run_1/m1.png
(3 px per um) Supply wires on this layer in gray.
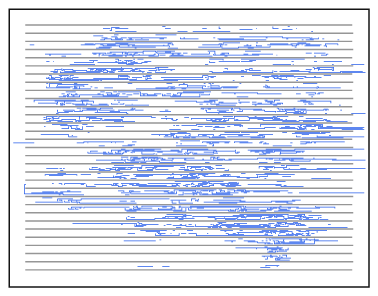
run_1/m2.png
(2 px per um) Cells faint in the background.
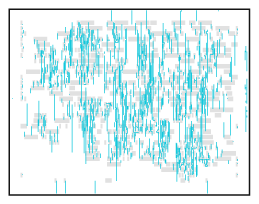
run_1/m3.png
(3 px per um)
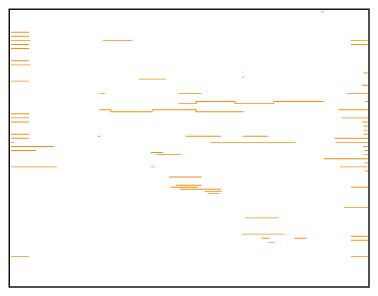
==> config.mk <==
export PLATFORM = sky130hd
export DESIGN_NAME = packet_disassembly
export DESIGN_NICKNAME = d
export VERILOG_FILES = /design/src/rtl/pcie_phy_pkg.sv /design/src/rtl/pkt_disasm_os_detect.sv /design/src/rtl/packet_disassembly.sv
export SDC_FILE = /design/constraint.sdc
export NUM_CORES = 1
export LEC_CHECK = 0
export ABC_AREA = 1
export ABC_CLOCK_PERIOD_IN_PS = 1930
export CAP_MARGIN = 20
export CORE_ASPECT_RATIO = 0.75
export CORE_MARGIN = 5
export CORE_UTILIZATION = 35
export CTS_CLUSTER_DIAMETER = 150
export DETAILED_ROUTE_END_ITERATION = 6
export PLACE_DENSITY = 0.53
export SLEW_MARGIN = 20
export SYNTH_ARGS = -nofsm -noshare
export SYNTH_HDL_FRONTEND = slang
export SYNTH_SLANG_ARGS = --single-unit
==> constraint.sdc <==
create_clock -name clk_i -period 1.93 [get_ports clk_i]
set_clock_uncertainty 0.05 [all_clocks]
set_input_delay 0.386 -clock clk_i [delete_from_list [all_inputs] [get_ports clk_i]]
set_output_delay 0.386 -clock clk_i [all_outputs]
set_load 0.005 [all_outputs]
==> src/rtl/pcie_phy_pkg.sv <==
// Shared 8b/10b K-symbol codes, ordered-set types and receive FSM states
// for the Gen1/2 receive-side packet disassembly path.
package pcie_phy_pkg;

  localparam logic [7:0] K_COM = 8'hBC;
  localparam logic [7:0] K_SKP = 8'h1C;
  localparam logic [7:0] K_FTS = 8'h3C;
  localparam logic [7:0] K_IDL = 8'h7C;
  localparam logic [7:0] K_STP = 8'hFB;
  localparam logic [7:0] K_SDP = 8'h5C;
  localparam logic [7:0] K_END = 8'hFD;
  localparam logic [7:0] K_EDB = 8'hFE;
  localparam logic [7:0] K_PAD = 8'hF7;

  localparam logic [7:0] TS1_ID = 8'h4A;
  localparam logic [7:0] TS2_ID = 8'h45;

  typedef enum logic [2:0] {
    OS_SKP  = 3'd0,
    OS_TS1  = 3'd1,
    OS_TS2  = 3'd2,
    OS_EIOS = 3'd3,
    OS_FTS  = 3'd4
  } os_type_e;

  typedef enum logic [2:0] {
    S_IDLE  = 3'd0,
    S_OS_ID = 3'd1,
    S_SKP   = 3'd2,
    S_EIOS  = 3'd3,
    S_FTS   = 3'd4,
    S_TS    = 3'd5,
    S_PKT   = 3'd6
  } rx_state_e;

  function automatic logic is_k_sym(input logic [7:0] sym, input logic k, input logic [7:0] code);
    return k && (sym == code);
  endfunction

endpackage

==> src/rtl/pkt_disasm_os_detect.sv <==
// Ordered-set classifier (SKP/TS1/TS2/EIOS/FTS) with symbol counter and
// optional TS link/lane/N_FTS capture (PKT_DISASM_TS_DECODE_EN).
module pkt_disasm_os_detect
  import pcie_phy_pkg::*;
#(
  parameter int unsigned MIN_SKP = 1,
  parameter int unsigned MAX_SKP = 5
) (
  input  logic       clk_i,
  input  logic       rst_i,
  input  logic [7:0] sym_i,
  input  logic       sym_k_i,
  input  logic       sym_valid_i,
  input  logic       pkt_active_i,
  output logic       idle_dec_o,
  output logic       os_err_o,
  output logic       os_valid_o,
  output logic [2:0] os_type_o,
  output logic [7:0] ts_link_o,
  output logic [7:0] ts_lane_o,
  output logic [7:0] ts_nfts_o
);

  localparam logic [4:0] MIN_SKP_C = 5'(MIN_SKP);
  localparam logic [4:0] MAX_SKP_C = 5'(MAX_SKP);

  rx_state_e  state_q, state_d;
  logic [4:0] cnt_q, cnt_d;
  logic       ts1_q, ts1_d, ts2_q, ts2_d;
  logic       valid_q, valid_d;
  os_type_e   type_q, type_d;
  logic       err, idle_dec;
  logic       is_com, is_skp, is_idl, is_fts, is_stp, is_sdp, is_pad;
  logic       m1, m2;
  logic [4:0] ts_idx;

  assign is_com = is_k_sym(sym_i, sym_k_i, K_COM);
  assign is_skp = is_k_sym(sym_i, sym_k_i, K_SKP);
  assign is_idl = is_k_sym(sym_i, sym_k_i, K_IDL);
  assign is_fts = is_k_sym(sym_i, sym_k_i, K_FTS);
  assign is_stp = is_k_sym(sym_i, sym_k_i, K_STP);
  assign is_sdp = is_k_sym(sym_i, sym_k_i, K_SDP);
  assign is_pad = is_k_sym(sym_i, sym_k_i, K_PAD);
  assign m1     = !sym_k_i && (sym_i == TS1_ID);
  assign m2     = !sym_k_i && (sym_i == TS2_ID);
  assign ts_idx = cnt_q + 5'd1;

  always_ff @(posedge clk_i) begin
    if (rst_i) begin
      state_q <= S_IDLE;
      cnt_q   <= '0;
      ts1_q   <= 1'b0;
      ts2_q   <= 1'b0;
      valid_q <= 1'b0;
      type_q  <= OS_SKP;
    end else if (sym_valid_i) begin
      state_q <= state_d;
      cnt_q   <= cnt_d;
      ts1_q   <= ts1_d;
      ts2_q   <= ts2_d;
      valid_q <= valid_d;
      type_q  <= type_d;
    end else begin
      valid_q <= 1'b0;
    end
  end

  // A SKP set has no fixed length: its terminating symbol is also decoded as if in idle.
  always_comb begin
    idle_dec = 1'b0;
    case (state_q)
      S_IDLE:  idle_dec = 1'b1;
      S_SKP:   idle_dec = !is_skp;
      default: idle_dec = 1'b0;
    endcase
  end

  always_comb begin
    state_d = state_q;
    cnt_d   = cnt_q;
    ts1_d   = ts1_q;
    ts2_d   = ts2_q;
    valid_d = 1'b0;
    type_d  = type_q;
    err     = 1'b0;
    case (state_q)
      S_OS_ID: begin
        cnt_d = 5'd1;
        if (is_skp)        state_d = S_SKP;
        else if (is_idl)   state_d = S_EIOS;
        else if (is_fts)   state_d = S_FTS;
        else if (!sym_k_i) state_d = S_TS;
        else if (is_com)   err = 1'b1;
        else begin
          err     = 1'b1;
          state_d = S_IDLE;
        end
      end
      S_SKP: begin
        if (is_skp) begin
          if (cnt_q <= MAX_SKP_C) cnt_d = cnt_q + 5'd1;
        end else if (cnt_q >= MIN_SKP_C && cnt_q <= MAX_SKP_C) begin
          valid_d = 1'b1;
          type_d  = OS_SKP;
        end else begin
          err = 1'b1;
        end
      end
      S_EIOS, S_FTS: begin
        if ((state_q == S_EIOS) ? is_idl : is_fts) begin
          cnt_d = cnt_q + 5'd1;
          if (cnt_q == 5'd2) begin
            valid_d = 1'b1;
            type_d  = (state_q == S_EIOS) ? OS_EIOS : OS_FTS;
            state_d = S_IDLE;
          end
        end else begin
          err     = 1'b1;
          state_d = is_com ? S_OS_ID : S_IDLE;
        end
      end
      S_TS: begin
        if (is_com) begin
          err     = 1'b1;
          state_d = S_OS_ID;
        end else begin
          cnt_d = ts_idx;
          if (ts_idx == 5'd6) begin
            ts1_d = m1;
            ts2_d = m2;
          end else if (ts_idx > 5'd6) begin
            ts1_d = ts1_q & m1;
            ts2_d = ts2_q & m2;
          end
          if (ts_idx == 5'd15) begin
            state_d = S_IDLE;
            if (ts1_d) begin
              valid_d = 1'b1;
              type_d  = OS_TS1;
            end else if (ts2_d) begin
              valid_d = 1'b1;
              type_d  = OS_TS2;
            end else begin
              err = 1'b1;
            end
          end
        end
      end
      default: ;
    endcase
    if (idle_dec) begin
      state_d = is_com ? S_OS_ID : S_IDLE;
      if (!is_com && !pkt_active_i && sym_k_i && !is_stp && !is_sdp && !is_pad) err = 1'b1;
    end
  end

  assign idle_dec_o = idle_dec;
  assign os_err_o   = err;
  assign os_valid_o = valid_q;
  assign os_type_o  = type_q;

`ifdef PKT_DISASM_TS_DECODE_EN
  logic [7:0] link_sh_q, lane_sh_q, nfts_sh_q;
  logic [7:0] link_q, lane_q, nfts_q;

  always_ff @(posedge clk_i) begin
    if (rst_i) begin
      link_sh_q <= '0;
      lane_sh_q <= '0;
      nfts_sh_q <= '0;
      link_q    <= '0;
      lane_q    <= '0;
      nfts_q    <= '0;
    end else if (sym_valid_i) begin
      if (state_q == S_OS_ID && !sym_k_i)               link_sh_q <= sym_i;
      if (state_q == S_TS && !is_com && cnt_q == 5'd1) lane_sh_q <= sym_i;
      if (state_q == S_TS && !is_com && cnt_q == 5'd2) nfts_sh_q <= sym_i;
      if (valid_d && (type_d == OS_TS1 || type_d == OS_TS2)) begin
        link_q <= link_sh_q;
        lane_q <= lane_sh_q;
        nfts_q <= nfts_sh_q;
      end
    end
  end

  assign ts_link_o = link_q;
  assign ts_lane_o = lane_q;
  assign ts_nfts_o = nfts_q;
`else
  assign ts_link_o = '0;
  assign ts_lane_o = '0;
  assign ts_nfts_o = '0;
`endif

endmodule

==> src/rtl/packet_disassembly.sv <==
// Receive packet framing: strips STP/SDP..END/EDB, one-byte hold for EOP tagging,
// length watchdog. TS field outputs are live only with PKT_DISASM_TS_DECODE_EN.
module packet_disassembly
  import pcie_phy_pkg::*;
#(
  parameter int unsigned MAX_PKT_BYTES = 4096,
  parameter int unsigned MIN_SKP       = 1,
  parameter int unsigned MAX_SKP       = 5
) (
  input  logic       clk_i,
  input  logic       rst_i,
  input  logic [7:0] sym_i,
  input  logic       sym_k_i,
  input  logic       sym_valid_i,
  output logic [7:0] pkt_data_o,
  output logic       pkt_valid_o,
  output logic       pkt_sop_o,
  output logic       pkt_eop_o,
  output logic       pkt_abort_o,
  output logic       pkt_type_o,
  output logic       os_valid_o,
  output logic [2:0] os_type_o,
  output logic [7:0] ts_link_o,
  output logic [7:0] ts_lane_o,
  output logic [7:0] ts_nfts_o,
  output logic       framing_err_o
);

  localparam int unsigned    WD_W   = $clog2(MAX_PKT_BYTES + 1);
  localparam logic [WD_W-1:0] WD_MAX = WD_W'(MAX_PKT_BYTES);

  rx_state_e       pstate_q, pstate_d;
  logic [7:0]      hold_q, hold_d;
  logic            hold_vld_q, hold_vld_d;
  logic            first_q, first_d;
  logic            type_q, type_d;
  logic [WD_W-1:0] wd_q, wd_d;
  logic            pend_q, pend_d;
  logic [7:0]      data_q, data_d;
  logic            valid_q, valid_d, sop_q, sop_d, eop_q, eop_d;
  logic            abort_q, abort_d, err_q, err_d;
  logic            emit, emit_eop, abort, perr, start;
  logic            os_idle_dec, os_err;
  logic            is_stp, is_sdp, is_end;

  assign is_stp = is_k_sym(sym_i, sym_k_i, K_STP);
  assign is_sdp = is_k_sym(sym_i, sym_k_i, K_SDP);
  assign is_end = is_k_sym(sym_i, sym_k_i, K_END);

  pkt_disasm_os_detect #(
    .MIN_SKP (MIN_SKP),
    .MAX_SKP (MAX_SKP)
  ) u_os_detect (
    .clk_i        (clk_i),
    .rst_i        (rst_i),
    .sym_i        (sym_i),
    .sym_k_i      (sym_k_i),
    .sym_valid_i  (sym_valid_i),
    .pkt_active_i (pstate_q == S_PKT),
    .idle_dec_o   (os_idle_dec),
    .os_err_o     (os_err),
    .os_valid_o   (os_valid_o),
    .os_type_o    (os_type_o),
    .ts_link_o    (ts_link_o),
    .ts_lane_o    (ts_lane_o),
    .ts_nfts_o    (ts_nfts_o)
  );

  always_ff @(posedge clk_i) begin
    if (rst_i) begin
      pstate_q   <= S_IDLE;
      hold_q     <= '0;
      hold_vld_q <= 1'b0;
      first_q    <= 1'b0;
      type_q     <= 1'b0;
      wd_q       <= '0;
      pend_q     <= 1'b0;
      data_q     <= '0;
      valid_q    <= 1'b0;
      sop_q      <= 1'b0;
      eop_q      <= 1'b0;
      abort_q    <= 1'b0;
      err_q      <= 1'b0;
    end else begin
      if (sym_valid_i) begin
        pstate_q   <= pstate_d;
        hold_q     <= hold_d;
        hold_vld_q <= hold_vld_d;
        first_q    <= first_d;
        type_q     <= type_d;
        wd_q       <= wd_d;
      end
      pend_q  <= sym_valid_i & pend_d;
      data_q  <= data_d;
      valid_q <= valid_d;
      sop_q   <= sop_d;
      eop_q   <= eop_d;
      abort_q <= abort_d;
      err_q   <= err_d;
    end
  end

  always_comb begin
    pstate_d   = pstate_q;
    hold_d     = hold_q;
    hold_vld_d = hold_vld_q;
    first_d    = first_q;
    type_d     = type_q;
    wd_d       = wd_q;
    emit       = 1'b0;
    emit_eop   = 1'b0;
    abort      = 1'b0;
    perr       = 1'b0;
    pend_d     = 1'b0;
    start      = 1'b0;
    case (pstate_q)
      S_IDLE: start = os_idle_dec && (is_stp || is_sdp);
      S_PKT: begin
        if (!sym_k_i) begin
          emit = hold_vld_q;
          // Overflow byte is dropped; the held byte still goes out, so the abort trails by a cycle.
          if (wd_q == WD_MAX) begin
            pend_d     = 1'b1;
            hold_vld_d = 1'b0;
            pstate_d   = S_IDLE;
          end else begin
            hold_d     = sym_i;
            hold_vld_d = 1'b1;
            wd_d       = wd_q + WD_W'(1);
          end
        end else if (is_end) begin
          emit       = hold_vld_q;
          emit_eop   = hold_vld_q;
          perr       = !hold_vld_q;
          hold_vld_d = 1'b0;
          pstate_d   = S_IDLE;
        end else begin
          abort      = hold_vld_q;
          perr       = 1'b1;
          hold_vld_d = 1'b0;
          pstate_d   = S_IDLE;
          start      = is_stp || is_sdp;
        end
      end
      default: pstate_d = S_IDLE;
    endcase
    if (start) begin
      pstate_d   = S_PKT;
      type_d     = is_sdp;
      first_d    = 1'b1;
      hold_vld_d = 1'b0;
      wd_d       = '0;
    end
    if (emit) first_d = 1'b0;
  end

  always_comb begin
    data_d  = data_q;
    valid_d = 1'b0;
    sop_d   = 1'b0;
    eop_d   = 1'b0;
    abort_d = pend_q;
    err_d   = pend_q;
    if (sym_valid_i) begin
      if (emit) data_d = hold_q;
      valid_d = emit;
      sop_d   = emit & first_q;
      eop_d   = emit_eop;
      abort_d = abort | pend_q;
      err_d   = perr | os_err | pend_q;
    end
  end

  assign pkt_data_o    = data_q;
  assign pkt_valid_o   = valid_q;
  assign pkt_sop_o     = sop_q;
  assign pkt_eop_o     = eop_q;
  assign pkt_abort_o   = abort_q;
  assign pkt_type_o    = type_q;
  assign framing_err_o = err_q;

endmodule

==> impl_metrics.csv, run 1 <==
group,metric,value,unit
outcome,status,"completed",
final_timing,holdWs,0.401,ns
placed_design,pre_cts_ws,-0.452,ns
clock_network,cts_inserted_buffers,5,
worst_setup_path,cp-startpoint,"u_os_detect.cnt_q[0]$_SDFFE_PP0P_",
yosys,synthTopCellsByCount,"nand2_1, inv_1, nor2_1, dfxtp_1, nand3_1",
yosys,netlist.area_leader.share,33.8,%
power,switching_share,33.1,%
yosys,edf_count,0,
worst_setup_path,cp.arrival,1.94,ns
route,dr.pass1.iters,5,
yosys,synth_cell_types,31,
layout,drive_above_1_share,21.4,%
clock_network,cts_max_level,2,
power,leakage,1.97,nW
worst_setup_path,path_cells,"inv_1 > buf_4 > ha_1 > nand4_1 > nor2_2 > nor2_1 > a21oi_2 > nand2_1 > nor2_1 > buf_4 > nand2_1 > nand2_1 > nor2_1",
clock_network,clk_latency,0.30,ns
power,combPwrFrac,27.7,%
worst_setup_path,slowest_stage,"dfxtp_4",
yosys,ys_seq_share,33.8,%
final_timing,setup_violations,0,
yosys,yosys_cells,482,
global_routing,grt-busiest-layer,"met1",
power,cellPowerDensity,689,nW/um^2
die,dieArea,11000,um^2
worst_setup_path,critPathTopFamily,"simple AND/OR/NAND/NOR gates",
worst_setup_path,endpoint,"u_os_detect.state_q[2]$_SDFFE_PP0P_",
global_routing,grt_first_pass_wirelength,13900,um
power,p_clk_share,31.5,%
route,avgRoutedWirePerCell,12.4,um
global_routing,overflow,0,
yosys,netlist_instances,482,
final_timing,fin_crit,1.79,ns
yosys,ys_ff,53,
yosys,topCellsByArea,"dfxtp_1, nand2_1, nand3_1",
yosys,syn-cell-area,3140,um^2
final_timing,min_period_over_period,93.0,%
clock_network,cts.hold.buffers_added,0,
power,p_switching,0.974,mW
layout,diodes,0,
final_timing,hold_viol,0,
global_routing,grt_pass1_vias,2849,
yosys,ys_area,3140,um^2
placed_design,io_buffer_count,29,
About m1.png:
main direction: horizontal
wire length on this layer: 4540 um

About m2.png:
wire length on this layer: 3470 um
nets with wire on the layer: 457
main direction: vertical

About m3.png:
nets with wire on the layer: 64
main direction: horizontal
longest straight run: 28.1 um
grt met3 use: 3.39%
overall routed net length: 8580 um

-- run 1: power by group through the flow --
stage | Clock (mW) | Combinational [mW] | Sequential (mW)
final | 0.929 | 0.815 | 1.20
after global routing | 0.996 | 0.914 | 1.21
after CTS | 0.963 | 0.772 | 1.19
after detailed placement | 0 | 0.744 | 1.22
after global placement | 0 | 0.746 | 1.22
after floorplan | 0 | 0.470 | 1.21
-- run 1: layout make-up --
class / count / area (um^2) / area share [%]
multi-input combinational: 359 / 1840 / 43.0
sequential: 53 / 1070 / 25.0
timing repair buffer: 100 / 851 / 19.9
inverter: 60 / 225 / 5.27
tap: 112 / 140 / 3.28
clock buffer: 5 / 125 / 2.93
clock inverter: 3 / 25.0 / 0.585
-- run 1: placed cells by master, fill, tap and decap left out, types with 6 or more instances in the layout --
cell type | synthesis | routed
conb_1 | 1 | 24
nand4_1 | 11 | 11
o21ai_0 | 26 | 24
nand2_1 | 108 | 103
nor3_1 | 12 | 9
a21oi_1 | 35 | 33
clkdlybuf4s50_1 | 0 | 20
nor2_2 | 4 | 7
dfxtp_1 | 53 | 49
nand2_2 | 5 | 7
inv_1 | 59 | 55
buf_4 | 24 | 68
nor2_1 | 57 | 52
nand3_1 | 48 | 43
xor2_1 | 6 | 6
-- run 1: cell families after synthesis --
logic type	synth area share, %
other	0.119
adder cells (fa/ha/maj)	2.39
AND-OR/OR-AND	11.0
buffers and inverters	14.3
flip-flops	33.8
XOR/XNOR	2.79
AND/OR/NAND/NOR	35.7
-- run 1: registers in the layout, summed over array words and instances (netlist names), 3 cells and up --
name / flops
hold_q: 8
pkt_data_o: 8
u_os_detect.cnt_q: 5
u_os_detect.os_type_o: 3
u_os_detect.state_q: 3
wd_q: 13
==> run 2: changes to the inputs <==
--- a/config.mk
+++ b/config.mk
@@ -12,6 +12,7 @@
 export CORE_MARGIN = 5
 export CORE_UTILIZATION = 35
 export CTS_CLUSTER_DIAMETER = 150
+export CTS_CLUSTER_SIZE = 8
 export DETAILED_ROUTE_END_ITERATION = 6
 export PLACE_DENSITY = 0.53
 export SLEW_MARGIN = 20
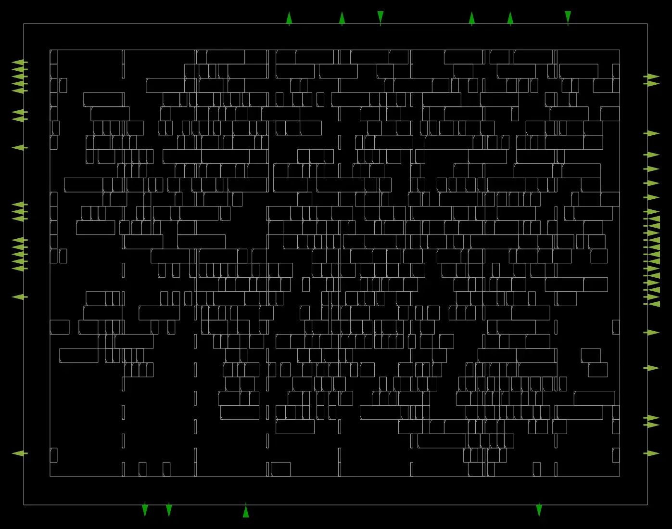
run_2/placed.png
non-filler cells, final: 692
num sequential: 53

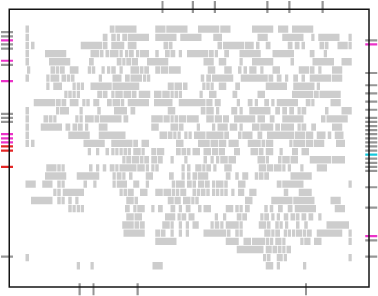
run_2/pinout.png
(3 px per um) Pins as bars across the die edge, other pins in gray.
[red] os_type_o | pins: 3 | direction: output | edge: left
[cyan] sym_k_i | pins: 1 | direction: input | edge: right
[magenta] ts_nfts_o | pins: 8 | direction: output | edge: 6 left, 2 right
all pins by edge: 26 right, 18 left, 6 top, 4 bottom
die width: 119 um
die height: 92.1 um
number of port buffers: 29

==> impl_metrics.csv, run 2 <==
group,metric,value,unit
yosys,ys_area,3140,um^2
yosys,ys_seq_share,33.8,%
layout,largest_register_ffs,13,
power,leakage,1.97,nW
clock_network,cts_max_level,2,
power,top_power_group,"registers",
layout,layout.cells.most_common_list,"nand2_1, buf_4, inv_1",
power,p_switching,0.974,mW
outcome,status,"completed",
final_timing,hold_viol,0,
placed_design,pre_cts_ws,-0.452,ns
global_routing,grt_first_pass_wirelength,13900,um
yosys,topCellsByArea,"dfxtp_1, nand2_1, nand3_1",
final_timing,setup_violations,0,
yosys,synth_cell_types,31,
layout,drive_above_1_share,21.4,%
power,clk-power,0.929,mW
power,cellPowerDensity,689,nW/um^2
yosys,ys_ff,53,
final_timing,min_period_over_period,93.0,%
power,powerSeq,1.20,mW
yosys,netlist_instances,482,
global_routing,overflow,0,
layout,lay_top_count,"nand2_1",
global_routing,grt_pass1_vias,2849,
yosys,netlist.area_leader.share,33.8,%
clock_network,cts.hold.buffers_added,0,
global_routing,grt-busiest-layer,"met1",
layout,largest_register,"wd_q",
clock_network,cts_inserted_buffers,5,
route,avgRoutedWirePerCell,12.4,um
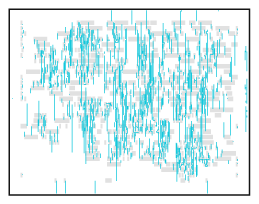
run_2/m2.png
(2 px per um) Cells faint in the background.
wire length on this layer: 3470 um
nets with wire on the layer: 457
share of all routed wire: 40%

[run 2: worst max-delay path, cell delays in order (launching register included)]
cell	delay, ns
dfxtp_4	0.37
inv_1	0.08
buf_4	0.13
ha_1	0.14
nand4_1	0.11
nor2_2	0.16
nor2_1	0.09
a21oi_2	0.11
nand2_1	0.07
nor2_1	0.09
buf_4	0.14
nand2_1	0.05
nand2_1	0.05
nor2_1	0.04
[run 2: what timing repair did]
item	CTS	global route
gates resized	19	32
pin swaps	5	5
setup buffers	2	2
setup endpoints to repair	23	42
[run 2: worst paths after layout]
kind                                                   startpoint                                   to  slack (ns)  cells after the start
worst max register to register  u_os_detect.cnt_q[0]$_SDFFE_PP0P_  u_os_detect.state_q[2]$_SDFFE_PP0P_        0.14                     13
worst max-delay path            u_os_detect.cnt_q[0]$_SDFFE_PP0P_  u_os_detect.state_q[2]$_SDFFE_PP0P_        0.14                     13
worst min register to register             hold_q[1]$_SDFFE_PP0P_               hold_q[1]$_SDFFE_PP0P_        0.40                      2
worst min-delay path                       hold_q[1]$_SDFFE_PP0P_               hold_q[1]$_SDFFE_PP0P_        0.40                      2
[run 2: layout make-up]
class / instances / area, um^2
Clock buffer: 5 / 125
Clock inverter: 3 / 25.0
Fill cell: 916 / 4620
Inverter: 60 / 225
Multi-Input combinational cell: 359 / 1840
Sequential cell: 53 / 1070
Tap cell: 112 / 140
Timing Repair Buffer: 100 / 851
[run 2: cells by family after synthesis]
| kind of cell | synth area share (%) |
|---|---|
| adders and majority gates | 2.39 |
| AOI/OAI and AO/OA | 11.0 |
| and+or+nand+nor | 35.7 |
| DFF | 33.8 |
| xor gates and xnor gates | 2.79 |
| buffers and inverters | 14.3 |
| other | 0.119 |
Power is estimated from default activity; no workload was simulated.
